### config.mk
export PLATFORM = sky130hd
export DESIGN_NAME = rv_fetch_ctrl
export DESIGN_NICKNAME = d
export VERILOG_FILES = /design/src/rtl/rv_pkg.sv /design/src/rtl/rv_fetch_fifo.sv /design/src/rtl/rv_fetch_ctrl.sv
export SDC_FILE = /design/constraint.sdc
export NUM_CORES = 1
export LEC_CHECK = 0
export CAP_MARGIN = 30
export CORE_MARGIN = 2
export CORE_UTILIZATION = 45
export CTS_BUF_LIST = sky130_fd_sc_hd__clkbuf_2
export CTS_CLUSTER_DIAMETER = 120
export DETAILED_ROUTE_END_ITERATION = 8
export PLACE_DENSITY = 0.75
export SLEW_MARGIN = 15
export SYNTH_ARGS = -nofsm -noshare
export SYNTH_HDL_FRONTEND = slang
export SYNTH_SLANG_ARGS = --single-unit
### constraint.sdc
create_clock -name clk -period 31.7 [get_ports clk]
set_input_delay 3.17 -clock clk [delete_from_list [all_inputs] [get_ports clk]]
set_output_delay 3.17 -clock clk [all_outputs]
set_load 0.05 [all_outputs]
### src/rtl/rv_pkg.sv
`default_nettype none
// ============================================================================
// Module      : rv_pkg
// Description : Shared core package. Holds the instruction-width constant
//               and the fetch-controller state encoding.
// Ports       : none (package)
// Revision    : 1.0 - initial release
// ============================================================================
package rv_pkg;

    // Width of one fetched instruction word.
    localparam int unsigned c_instr_width = 32;

    // Fetch controller states.
    typedef enum logic [2:0] {
        ST_BOOT  = 3'd0,
        ST_REQ   = 3'd1,
        ST_WAIT  = 3'd2,
        ST_FLUSH = 3'd3,
        ST_ERR   = 3'd4
    } fetch_state_e;

endpackage : rv_pkg
`default_nettype wire

### src/rtl/rv_fetch_fifo.sv
`default_nettype none
// ============================================================================
// Module      : rv_fetch_fifo
// Description : Circular FIFO holding fetched {pc, instruction} entries.
//               The head entry is presented combinationally from storage.
// Ports       : clk, rst_n         - clock, synchronous active-low reset
//               flush_i            - drop all entries (wins over push/pop)
//               push_i/push_data_i - write one entry at the tail
//               pop_i              - remove the head (ignored when empty)
//               head_valid_o       - FIFO not empty
//               head_data_o        - head entry
//               count_o            - number of stored entries
// Revision    : 1.0 - initial release
// ============================================================================
module rv_fetch_fifo #(
    parameter int unsigned DEPTH = 2,
    parameter int unsigned WIDTH = 96
) (
    input  logic                     clk,
    input  logic                     rst_n,
    input  logic                     flush_i,
    input  logic                     push_i,
    input  logic [WIDTH-1:0]         push_data_i,
    input  logic                     pop_i,
    output logic                     head_valid_o,
    output logic [WIDTH-1:0]         head_data_o,
    output logic [$clog2(DEPTH):0]   count_o
);

    localparam int unsigned c_ptr_w = $clog2(DEPTH);
    localparam int unsigned c_cnt_w = $clog2(DEPTH) + 1;

    localparam logic [c_ptr_w-1:0] c_ptr_one  = c_ptr_w'(1);
    localparam logic [c_cnt_w-1:0] c_cnt_one  = c_cnt_w'(1);
    localparam logic [c_cnt_w-1:0] c_cnt_full = c_cnt_w'(DEPTH);

    logic [WIDTH-1:0]   mem_q [DEPTH];
    logic [c_ptr_w-1:0] wr_ptr_q, wr_ptr_d;
    logic [c_ptr_w-1:0] rd_ptr_q, rd_ptr_d;
    logic [c_cnt_w-1:0] count_q, count_d;
    logic               pop_ok;
    logic               push_ok;

    always_comb begin
        pop_ok   = pop_i & (count_q != '0);
        // A push into a full buffer is only possible when the head leaves
        // on the same edge; otherwise the caller's reservation was violated.
        push_ok  = push_i & ((count_q != c_cnt_full) | pop_ok);
        wr_ptr_d = wr_ptr_q;
        rd_ptr_d = rd_ptr_q;
        count_d  = count_q;
        if (flush_i) begin
            wr_ptr_d = '0;
            rd_ptr_d = '0;
            count_d  = '0;
        end else begin
            // Power-of-two depth: pointers wrap by natural overflow.
            if (push_ok) begin
                wr_ptr_d = wr_ptr_q + c_ptr_one;
            end
            if (pop_ok) begin
                rd_ptr_d = rd_ptr_q + c_ptr_one;
            end
            case ({push_ok, pop_ok})
                2'b10:   count_d = count_q + c_cnt_one;
                2'b01:   count_d = count_q - c_cnt_one;
                default: count_d = count_q;
            endcase
        end
    end

    always_ff @(posedge clk) begin
        if (!rst_n) begin
            wr_ptr_q <= '0;
            rd_ptr_q <= '0;
            count_q  <= '0;
        end else begin
            wr_ptr_q <= wr_ptr_d;
            rd_ptr_q <= rd_ptr_d;
            count_q  <= count_d;
        end
    end

    // Data storage carries no reset; validity is tracked by count_q alone.
    always_ff @(posedge clk) begin
        if (push_ok && !flush_i) begin
            mem_q[wr_ptr_q] <= push_data_i;
        end
    end

    assign head_valid_o = (count_q != '0);
    assign head_data_o  = mem_q[rd_ptr_q];
    assign count_o      = count_q;

endmodule : rv_fetch_fifo
`default_nettype wire

### src/rtl/rv_fetch_ctrl.sv
`default_nettype none
// ============================================================================
// Module      : rv_fetch_ctrl
// Description : Instruction fetch controller. Issues one instruction-memory
//               request at a time at the PC supplied by the PC unit, buffers
//               responses with their PC, discards in-flight responses after
//               a redirect and halts on a misaligned PC until redirected.
// Ports       : clk, rst_n                 - clock, synchronous active-low reset
//               pc_addr_i                  - current PC
//               redirect_i                 - taken branch/jump this cycle
//               pc_en_o                    - PC unit update enable
//               imem_req_o/imem_addr_o     - fetch request and byte address
//               imem_gnt_i                 - request accepted
//               imem_rvalid_i/imem_rdata_i - read response
//               instr_valid_o/instr_o/instr_pc_o - fetch buffer head
//               dec_ready_i                - decoder consumes the head
//               misalign_o                 - halted on misaligned PC
// Revision    : 1.0 - initial release
// ============================================================================
module rv_fetch_ctrl
    import rv_pkg::*;
#(
    parameter int unsigned ADDR_WIDTH  = 64,
    parameter int unsigned INSTR_WIDTH = c_instr_width,
    parameter int unsigned BUF_DEPTH   = 2
) (
    input  logic                   clk,
    input  logic                   rst_n,
    input  logic [ADDR_WIDTH-1:0]  pc_addr_i,
    input  logic                   redirect_i,
    output logic                   pc_en_o,
    output logic                   imem_req_o,
    output logic [ADDR_WIDTH-1:0]  imem_addr_o,
    input  logic                   imem_gnt_i,
    input  logic                   imem_rvalid_i,
    input  logic [INSTR_WIDTH-1:0] imem_rdata_i,
    output logic                   instr_valid_o,
    output logic [INSTR_WIDTH-1:0] instr_o,
    output logic [ADDR_WIDTH-1:0]  instr_pc_o,
    input  logic                   dec_ready_i,
    output logic                   misalign_o
);

    localparam int unsigned c_entry_w = ADDR_WIDTH + INSTR_WIDTH;
    localparam int unsigned c_cnt_w   = $clog2(BUF_DEPTH) + 1;
    localparam logic [c_cnt_w-1:0] c_buf_full = c_cnt_w'(BUF_DEPTH);

    fetch_state_e            state_q, state_d;
    logic [ADDR_WIDTH-1:0]   pend_pc_q, pend_pc_d;

    logic [c_cnt_w-1:0]      buf_count;
    logic                    buf_head_valid;
    logic [c_entry_w-1:0]    buf_head_data;
    logic                    buf_push;
    logic                    buf_pop;
    logic                    pc_aligned;
    logic                    req;

    always_comb begin
        pc_aligned = (pc_addr_i[1:0] == 2'b00);
        // A request is only raised when a buffer slot is free, so the
        // matching response can always be pushed.
        req        = rst_n && (state_q == ST_REQ) && pc_aligned &&
                     (buf_count != c_buf_full) && !redirect_i;

        state_d   = state_q;
        pend_pc_d = pend_pc_q;
        buf_push  = 1'b0;

        case (state_q)
            ST_BOOT: begin
                state_d = ST_REQ;
            end
            ST_REQ: begin
                if (redirect_i) begin
                    state_d = ST_REQ;
                end else if (!pc_aligned) begin
                    state_d = ST_ERR;
                end else if (req && imem_gnt_i) begin
                    state_d   = ST_WAIT;
                    pend_pc_d = pc_addr_i;
                end
            end
            ST_WAIT: begin
                if (redirect_i) begin
                    // A same-cycle response is simply discarded; otherwise
                    // the response still in flight must be swallowed later.
                    state_d = imem_rvalid_i ? ST_REQ : ST_FLUSH;
                end else if (imem_rvalid_i) begin
                    buf_push = 1'b1;
                    state_d  = ST_REQ;
                end
            end
            ST_FLUSH: begin
                // Leaves only when the stale response arrives. A further
                // redirect does not change this: no new request is issued
                // while here, so the stale response is still the one owed.
                if (imem_rvalid_i) begin
                    state_d = ST_REQ;
                end
            end
            ST_ERR: begin
                if (redirect_i) begin
                    state_d = ST_REQ;
                end
            end
            default: begin
                state_d = ST_BOOT;
            end
        endcase
    end

    always_ff @(posedge clk) begin
        if (!rst_n) begin
            state_q   <= ST_BOOT;
            pend_pc_q <= '0;
        end else begin
            state_q   <= state_d;
            pend_pc_q <= pend_pc_d;
        end
    end

    assign buf_pop = instr_valid_o & dec_ready_i;

    rv_fetch_fifo #(
        .DEPTH (BUF_DEPTH),
        .WIDTH (c_entry_w)
    ) u_fifo (
        .clk          (clk),
        .rst_n        (rst_n),
        .flush_i      (redirect_i),
        .push_i       (buf_push),
        .push_data_i  ({pend_pc_q, imem_rdata_i}),
        .pop_i        (buf_pop),
        .head_valid_o (buf_head_valid),
        .head_data_o  (buf_head_data),
        .count_o      (buf_count)
    );

    // Outputs are forced low while reset is asserted, independent of the
    // registered state that has not yet been cleared.
    assign imem_req_o    = req;
    assign imem_addr_o   = pc_addr_i;
    assign pc_en_o       = rst_n & ((req & imem_gnt_i) | redirect_i);
    assign instr_valid_o = rst_n & buf_head_valid;
    assign instr_o       = buf_head_data[INSTR_WIDTH-1:0];
    assign instr_pc_o    = buf_head_data[c_entry_w-1:INSTR_WIDTH];
    assign misalign_o    = rst_n & (state_q == ST_ERR);

endmodule : rv_fetch_ctrl
`default_nettype wire

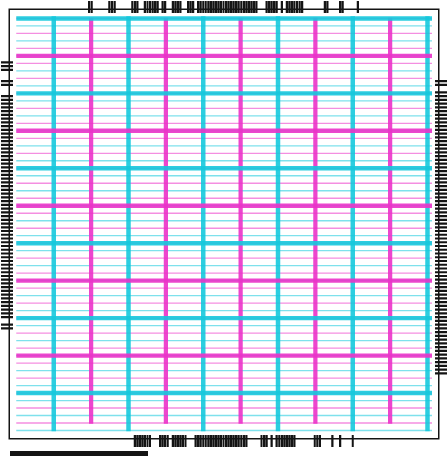
**Above:** power grid.
Bar = 50 µm. Pins as bars on the die edge.
VSS -> cyan
VDD -> magenta
met1 rails = 56
rows = 55
maximum vdd drop: 0.0230 mV
Core ar.: 22600 µm²
Die Height: 155 µm

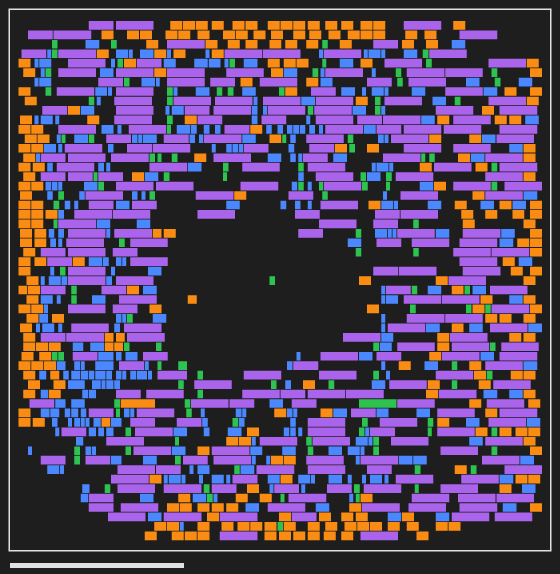
**Above:** cells colored by class.
Bar = 50 µm.
other buffers and delay cells -> orange  # cells 274, share of their area 21%
all other logic -> blue  # cells 333, share of their area 18%
flip-flops -> purple  # cells 264, share of their area 56%
clock drivers and dummy loads -> green  # cells 123, share of their area 4.8%
sequential share of cell area: 54.1%
Design Area, Final: 13300 µm²

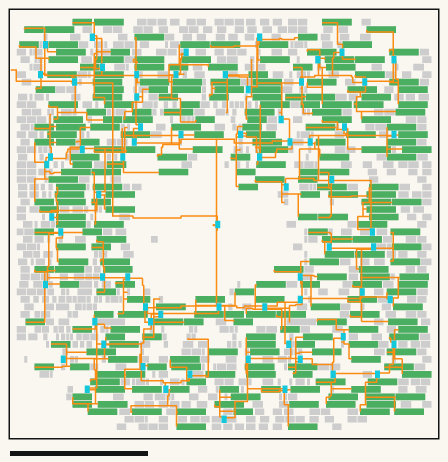
**Above:** clock distribution.
Bar = 50 µm.
flip-flops -> green  # count 264
clock wires -> orange  # length 3180 µm
cells driving clock nets -> cyan  # count 68
flops lie = all over the die
clk latency late pin: 0.75 ns
Clk pwr share: 34.9%
Layout Skew: 0.0446 ns
Clk. pwr: 222 µW

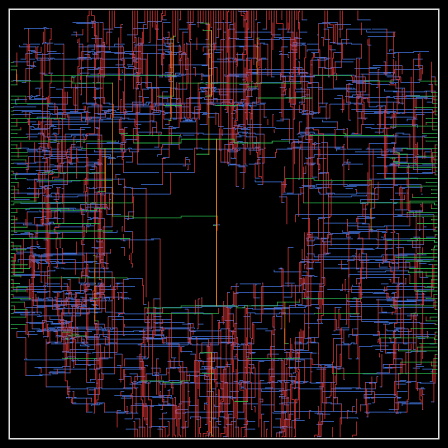
**Above:** signal wires by layer.
met2 -> red  # wire length 10300 µm
met4 -> orange  # wire length 356 µm
met3 -> green  # wire length 1680 µm
met1 -> blue  # wire length 8330 µm
vias post-DR: 6230
GRT Total Usage: 16.9%
Routed WL: 20.6 mm
Wirelength per Cell: 16.1 µm

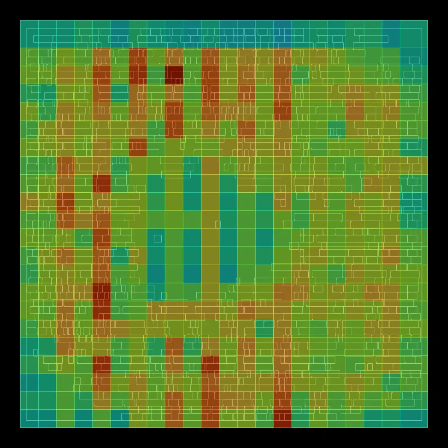
**Above:** track usage over the die.
gr busiest metal: met2
met3 Use GR: 6.07%
fin util: 59.0%
met2 GRT Util: 28.5%
M1 GR Usage: 19.7%

==> impl_metrics.env <==
# flow metrics
export IMPL_drt_initial_drc_count=231
export IMPL_layout_top_cell="clkdlybuf4s50_1"
export IMPL_slew_violations=0
export IMPL_hold_depth=0
export IMPL_cp_slowest_cell="clkdlybuf4s50_1"
export IMPL_crit_arrival_ns=5.53
export IMPL_root_buffer="clkbuf_2"
export IMPL_ff2ff_path_depth=6
export IMPL_fp_util_pct=45.7
export IMPL_yosysWarningCount=0
export IMPL_cts_resized=0
export IMPL_n_fill_cell=1848
export IMPL_syn_area_um2=10300
export IMPL_placement_rows=55
export IMPL_nets=1043
export IMPL_hpwl_mm=12.8
export IMPL_hold_buffers=0
export IMPL_postSynthSeqShare_pct=69.9
export IMPL_netlist_instances=701
export IMPL_num_io_pins=266
export IMPL_crit_top_cell="buf_4"
export IMPL_final_comb_area_um2=2390
export IMPL_status="completed"
export IMPL_tritoncts="yes"
## how the worst min path moves through the flow
stage | slack (ns) | to | from
after floorplan | 0.42 | u_fifo.mem_q[0][32] | pend_pc_q[0]
after global placement | 0.43 | u_fifo.mem_q[1][76] | pend_pc_q[44]
after detailed placement | 0.44 | u_fifo.mem_q[1][88] | pend_pc_q[56]
after CTS | 0.43 | u_fifo.mem_q[1][49] | pend_pc_q[17]
after global routing | 0.44 | u_fifo.mem_q[0][84] | pend_pc_q[52]
final | 0.44 | u_fifo.mem_q[0][40] | pend_pc_q[8]
## power by group
part	internal (µW)	leakage (µW)	total, µW	switching [µW]
Sequential	368	0.00207	368	0.872
Clock	93.5	0.000473	222	129
Combinational	20.1	0.00171	46.9	26.8
## registers in the layout, summed over array words and instances, names as in the netlist, named ones only
register,cells
pend_pc_q,64
state_q,3
u_fifo.count_o,2
u_fifo.mem_q,192
u_fifo.rd_ptr_q,1
u_fifo.wr_ptr_q,1
## logic make-up (layout without fill, tap and decap cells)
kind of cell	Yosys count	after routing	share of synthesized area [%]
flip-flops	264	264	69.9
other	0	1	0
multiplexers	131	131	13.9
XOR/XNOR	2	2	0.170
buffers and inverters	105	398	7.05
AND-OR/OR-AND	43	43	2.22
AND/OR/NAND/NOR	156	156	6.79
## final cells by class
cell class	instances	share of cell area, %
clock inverter	22	0.864
timing repair buffer	274	20.5
multi-input combinational	332	17.9
tap	285	2.68
antenna	1	0.0188
sequential	264	54.1
clock buffer	101	3.79
inverter	1	0.0282
## metrics by stage
| step | total power (µW) | area (µm²) | cells | utilization [%] | setup WS (ns) |
|---|---|---|---|---|---|
| detailed placement | 423 | 12700 | 1155 | 56.1 | 22.49 |
| finish | 638 | 13300 | 1280 | 59.0 | 23.00 |
| global route | 669 | 13300 | 1280 | 59.0 | 22.86 |
| CTS | 648 | 13300 | 1278 | 58.9 | 22.48 |
| floorplan | 405 | 10300 | 701 | - | 17.37 |
| global placement | 423 | 12700 | 1155 | 56.1 | 22.48 |
## synthesized netlist by cell type (all sizes together)
cell type	instances	share of area (%)
a21oi	7	0.34
a311oi	1	0.085
and2	1	0.085
and3	5	0.30
and3b	1	0.085
buf	81	6.2
clkbuf	23	0.85
dfxtp	72	14
edfxtp	192	56
inv	1	0.036
mux2	96	10
mux2i	35	3.4
nand2	98	3.6
nand2b	6	0.44
nand3	28	1.4
nand4bb	1	0.11
nor2	7	0.25
nor3	2	0.097
nor3b	2	0.15
nor4	1	0.061
nor4b	1	0.085
o211ai	1	0.073
o21a	2	0.15
o21ai	31	1.5
o31ai	1	0.073
or3	2	0.12
or3b	1	0.085
xnor2	1	0.085
xor2	1	0.085
## worst max-delay path, delay by kind of cell
kind | cells | cell delay (ns)
AOI/OAI and AO/OA | 1 | 0.16
buffers and inverters | 3 | 1.51
and+or+nand+nor | 2 | 0.66
## metal layers
metal | routed length, µm | global-route usage (%) | vias up
met4 | 355 | 6.55 | 0
met5 | 0 | 0 | -
li1 | - | - | 2991
met2 | 10300 | 28.5 | 257
met3 | 1680 | 6.07 | 28
met1 | 8330 | 19.7 | 2954
Power figures rest on the tool's default switching activity, not on a simulated workload.
